[config.mk]
export PLATFORM = sky130hd
export DESIGN_NAME = uart_tx_serializer
export DESIGN_NICKNAME = d
export VERILOG_FILES = /design/src/rtl/uart_pkg.sv /design/src/rtl/uart_baud_tick.sv /design/src/rtl/uart_tx_serializer.sv
export SDC_FILE = /design/constraint.sdc
export NUM_CORES = 1
export LEC_CHECK = 0
export CORE_ASPECT_RATIO = 1.4
export CORE_MARGIN = 2
export CORE_UTILIZATION = 50
export DETAILED_ROUTE_END_ITERATION = 6
export PLACE_DENSITY = 0.74
export SYNTH_ARGS = -nofsm -noshare
export SYNTH_HDL_FRONTEND = slang
export SYNTH_SLANG_ARGS = --single-unit
[constraint.sdc]
create_clock -name clk -period 3.8 [get_ports clk]
set_clock_uncertainty 0.05 [all_clocks]
set_input_delay 0.38 -clock clk [delete_from_list [all_inputs] [get_ports clk]]
set_output_delay 0.38 -clock clk [all_outputs]
set_load 0.005 [all_outputs]
[src/rtl/uart_pkg.sv]
// Shared UART definitions: frame state encoding, line levels and
// parameter legality checks used by both the Tx and Rx paths.
package uart_pkg;

  // Frame state encoding (3 bits)
  localparam logic [2:0] IDLE   = 3'd0;
  localparam logic [2:0] START  = 3'd1;
  localparam logic [2:0] DATA   = 3'd2;
  localparam logic [2:0] PARITY = 3'd3;
  localparam logic [2:0] STOP   = 3'd4;

  // Serial line levels
  localparam logic LINE_IDLE = 1'b1;
  localparam logic START_LVL = 1'b0;
  localparam logic STOP_LVL  = 1'b1;

  // True when the frame geometry is one the UART blocks support.
  function automatic bit params_ok(input int data_w, input int cpb, input int stop_bits);
    return (data_w >= 5) && (data_w <= 9) && (cpb >= 2) &&
           ((stop_bits == 1) || (stop_bits == 2));
  endfunction

  // Counter width for a 0..n-1 counter, never narrower than one bit.
  function automatic int cnt_w(input int n);
    return (n <= 2) ? 1 : $clog2(n);
  endfunction

endpackage

[src/rtl/uart_baud_tick.sv]
// Bit-period counter: counts 0..CLKS_PER_BIT-1 and flags the last cycle
// of each bit. clr holds it at 0 so every bit starts on a fresh period.
module uart_baud_tick
  import uart_pkg::*;
#(
  parameter int CLKS_PER_BIT = 16
) (
  input  logic clk,
  input  logic arst_n,
  input  logic clr,
  output logic tick
);

  localparam int CW = cnt_w(CLKS_PER_BIT);
  localparam logic [CW-1:0] LAST = CW'(CLKS_PER_BIT - 1);

  logic [CW-1:0] cnt;

  assign tick = (cnt == LAST);

  // Free-running period counter; wraps on tick, held at 0 while cleared
  always_ff @(posedge clk or negedge arst_n) begin
    if (!arst_n)          cnt <= '0;
    else if (clr || tick) cnt <= '0;
    else                  cnt <= cnt + CW'(1);
  end

endmodule

[src/rtl/uart_tx_serializer.sv]
// UART transmit serializer: start bit, DATA_W data bits LSB first,
// optional parity, STOP_BITS stop bits. The line idles high and tx is a
// flop whose next value is chosen together with the next state.
// Optional feature macro: UART_TX_PARITY_EN (adds parity_odd and PARITY).
module uart_tx_serializer
  import uart_pkg::*;
#(
  parameter int DATA_W       = 8,
  parameter int CLKS_PER_BIT = 16,
  parameter int STOP_BITS    = 1
) (
  input  logic              clk,
  input  logic              arst_n,
  input  logic [DATA_W-1:0] tx_data,
  input  logic              tx_valid,
  output logic              tx_ready,
  output logic              tx,
  output logic              busy
`ifdef UART_TX_PARITY_EN
  ,
  input  logic              parity_odd
`endif
);

  localparam int BW = $clog2(DATA_W);
  localparam logic [BW-1:0] LAST_BIT  = BW'(DATA_W - 1);
  localparam logic          LAST_STOP = 1'(STOP_BITS - 1);

  generate
    if (!params_ok(DATA_W, CLKS_PER_BIT, STOP_BITS)) begin : g_bad_params
      $error("uart_tx_serializer: unsupported DATA_W/CLKS_PER_BIT/STOP_BITS");
    end
  endgenerate

  logic [2:0]        state;
  logic [DATA_W-1:0] shift;
  logic [BW-1:0]     bit_cnt;
  logic              stop_cnt;
  logic              tick;
  logic              accept;
`ifdef UART_TX_PARITY_EN
  logic              par_bit;
`endif

  assign tx_ready = (state == IDLE);
  assign busy     = (state != IDLE);
  assign accept   = tx_valid && tx_ready;

  // Period counter sits at 0 in IDLE so START gets a full first bit.
  uart_baud_tick #(.CLKS_PER_BIT(CLKS_PER_BIT)) u_baud (
    .clk    (clk),
    .arst_n (arst_n),
    .clr    (state == IDLE),
    .tick   (tick)
  );

`ifdef UART_TX_PARITY_EN
  // Parity is fixed at accept so later input changes cannot disturb it
  always_ff @(posedge clk or negedge arst_n) begin
    if (!arst_n)     par_bit <= 1'b0;
    else if (accept) par_bit <= (^tx_data) ^ parity_odd;
  end
`endif

  // Frame sequencer; tx is loaded with the level of the state being entered
  always_ff @(posedge clk or negedge arst_n) begin
    if (!arst_n) begin
      state    <= IDLE;
      tx       <= LINE_IDLE;
      shift    <= '0;
      bit_cnt  <= '0;
      stop_cnt <= 1'b0;
    end else begin
      case (state)
        IDLE: begin
          tx <= LINE_IDLE;
          if (accept) begin
            state   <= START;
            tx      <= START_LVL;
            shift   <= tx_data;
            bit_cnt <= '0;
          end
        end
        START: begin
          if (tick) begin
            state <= DATA;
            tx    <= shift[0];
          end
        end
        DATA: begin
          if (tick) begin
            if (bit_cnt == LAST_BIT) begin
`ifdef UART_TX_PARITY_EN
              state <= PARITY;
              tx    <= par_bit;
`else
              state    <= STOP;
              tx       <= STOP_LVL;
              stop_cnt <= 1'b0;
`endif
            end else begin
              shift   <= shift >> 1;
              tx      <= shift[1];
              bit_cnt <= bit_cnt + BW'(1);
            end
          end
        end
`ifdef UART_TX_PARITY_EN
        PARITY: begin
          if (tick) begin
            state    <= STOP;
            tx       <= STOP_LVL;
            stop_cnt <= 1'b0;
          end
        end
`endif
        STOP: begin
          if (tick) begin
            if (stop_cnt == LAST_STOP) begin
              state <= IDLE;
              tx    <= LINE_IDLE;
            end else begin
              stop_cnt <= 1'b1;
            end
          end
        end
        default: begin
          state <= IDLE;
          tx    <= LINE_IDLE;
        end
      endcase
    end
  end

endmodule

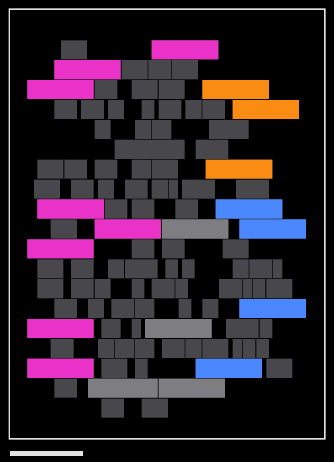
(images/flops_by_reg.png)
Scale bar: 10 um. Other sequential cells in the stronger grey, the rest of the logic in the fainter grey.
blue -> u_baud.cnt  # flops 4
orange -> bit_cnt  # flops 3
magenta -> shift  # flops 8
final core utilization: 0.6107
Seq group: 0.000202 W

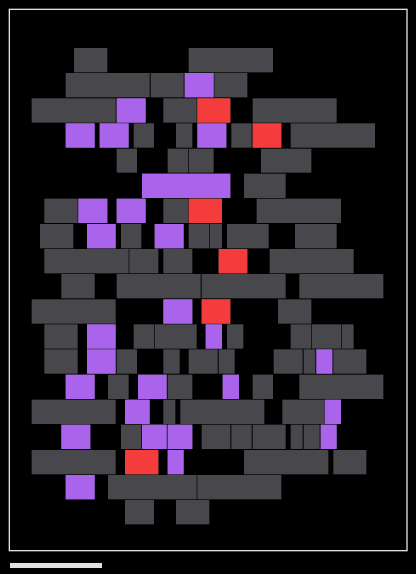
(images/logic_types.png)
Scale bar: 10 um.
purple -> inverting AOI/OAI gates  # cells 26
red -> AND-OR and OR-AND gates  # cells 6

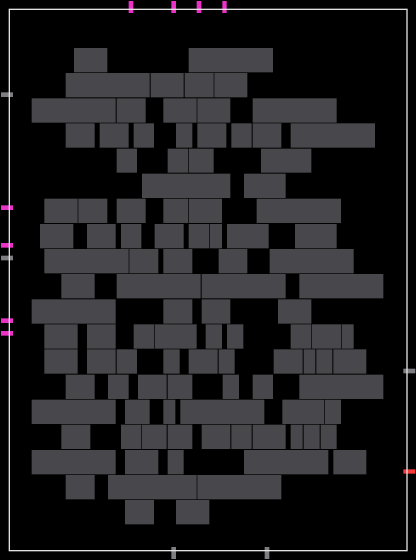
(images/io_placement.png)
Pins as bars across the die edge, other pins in grey.
red -> arst_n  # pins 1, direction input, edge right
magenta -> tx_data  # pins 8, direction input, edge 4 left, 4 top
all pins by edge = 6 left, 4 top, 2 right, 2 bottom

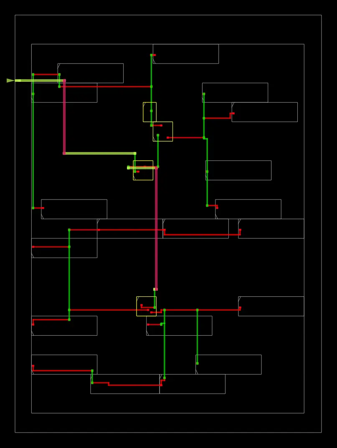
(images/clocks.png)
flop count: 19
number of CTS-inserted buffers: 3
clock sinks: 19
CLK BUF: 3

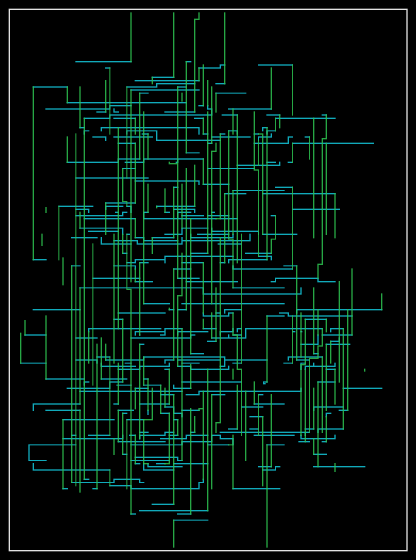
(images/wires.png)
Two of the layers only.
green -> metal 2  # wire length 1,200 um
cyan -> metal 1  # wire length 898 um
per-cell routed wire length: 17.58 um
via count: 793
Detailed Route WL: 2198 um

==> job_summary.md <==
## PnR job results

| Metric | Value |
|---|---|
| Largest registers | shift (8), u_baud.cnt (4) |
| Top reg by flops | shift |
| Final setup vio count | 0 |
| Place WS | approximately 1.7 ns |
| CP cell instances | or3_1 -> inv_1 -> clkdlybuf4s50_1 |
| Hold Path Depth | 1 |
| Met1 WL | roughly 900 um |
| Post-route cell area | between 1000 and 1500 um2 |
| Uppermost routed layer | met4 |
| Cell Area, Synth | 1060 um2 |
| CP max stage delay | 0.63 ns |
| Critical path launch point type | flip-flop |
| Yosys warning tally | 0 |
| Dominant comb cell | AND-OR/OR-AND gates |
| Placed inst area | 1177 um2 |
| Largest net degree at the start of global routing | 21 |
| Top cells by area | dfrtp_1, nand2b_1, a2bb2oi_1 |
| Achievable frequency | 0.4034 GHz |
| Gate Area | 533.0 um2 |
| Worst reg-to-reg path cell count | 5 |
| Gr ovfl total | 0 |
| Buf/Inv on CP | 2 |
| Most frequent cells in the layout | dfrtp_1, clkdlybuf4s50_1, nand2b_1 |
| Final Hold Vio Count | 0 |
| Crit Path Max Fanout | 20 |
| Inst Count DP | 121 |
| Worst slew pin tran | 0.8463 ns |
| Fillers | 179 |
| Routed wl met3 | between 50 and 60 um |
| Width of the die | between 40 and 50 um |
| Leakage | 0.5369 nW |
| Postcts setup bufs | 0 |
| CP max stage cell | dfrtp_1 |
| Cells after Synth | 93 |
| Min-delay src | shift[7] |
| Synth top cell by count | dfrtp_1 |
| Worst slew margin | 0.4340 |
| Mapped Nets | ~110 |
| Reg area | roughly 480 um2 |
| Combinational share of cell area | 0.4424 |
| Post-Layout Cell Count | 125 |
| CTS tree | done |
| ANT cells | 0 |
| Hold_ws | around 0.45 ns |
| Drt first pass iters | 4 |
| DR iter-0 viols | 19 |
| Main flop type after synthesis | dfrtp_1 |
| Routed length on met2 | 1198 um |
| Sequential share of power | 0.622 |
| M1 GR Usage | 0.2490 |
| Tool warnings | 26 |
| Max_cap viols | 0 |
| Crit path to | tx_ready |
| R2r endpoint | bit_cnt[0] |
| Critical Path AT | 2.05 ns |
| Num rows | 19 |
| Clock Power Share | 0.332 |
| Compound Share, Synth | 0.2597 |
| Top Consumer | registers |
| Global placement routability congestion | between 0.7 and 0.8 |
| Yosys stat chip area | between 1000 and 1500 um2 |
| Post-synth top area share | 0.4250 |
| Count of library flops with an enable pin | 0 |
| Ys flops | 19 |
| Tot Pwr | 0.0003252 W |
| RSZ-0062 raised after global routing | no |
| Outcome | finished clean |
| Die Area | roughly 2500 um2 |
| PortBufs | 13 |
| Ys async rst share | 1.000 |
| Kind of critical path | reg -> out |
| CTS HTree Levels | 1 |
| Worst Setup SP | state[1] |
| I/O pins | 14 |
No activity file was given, so power comes from the tool's default toggle rates.
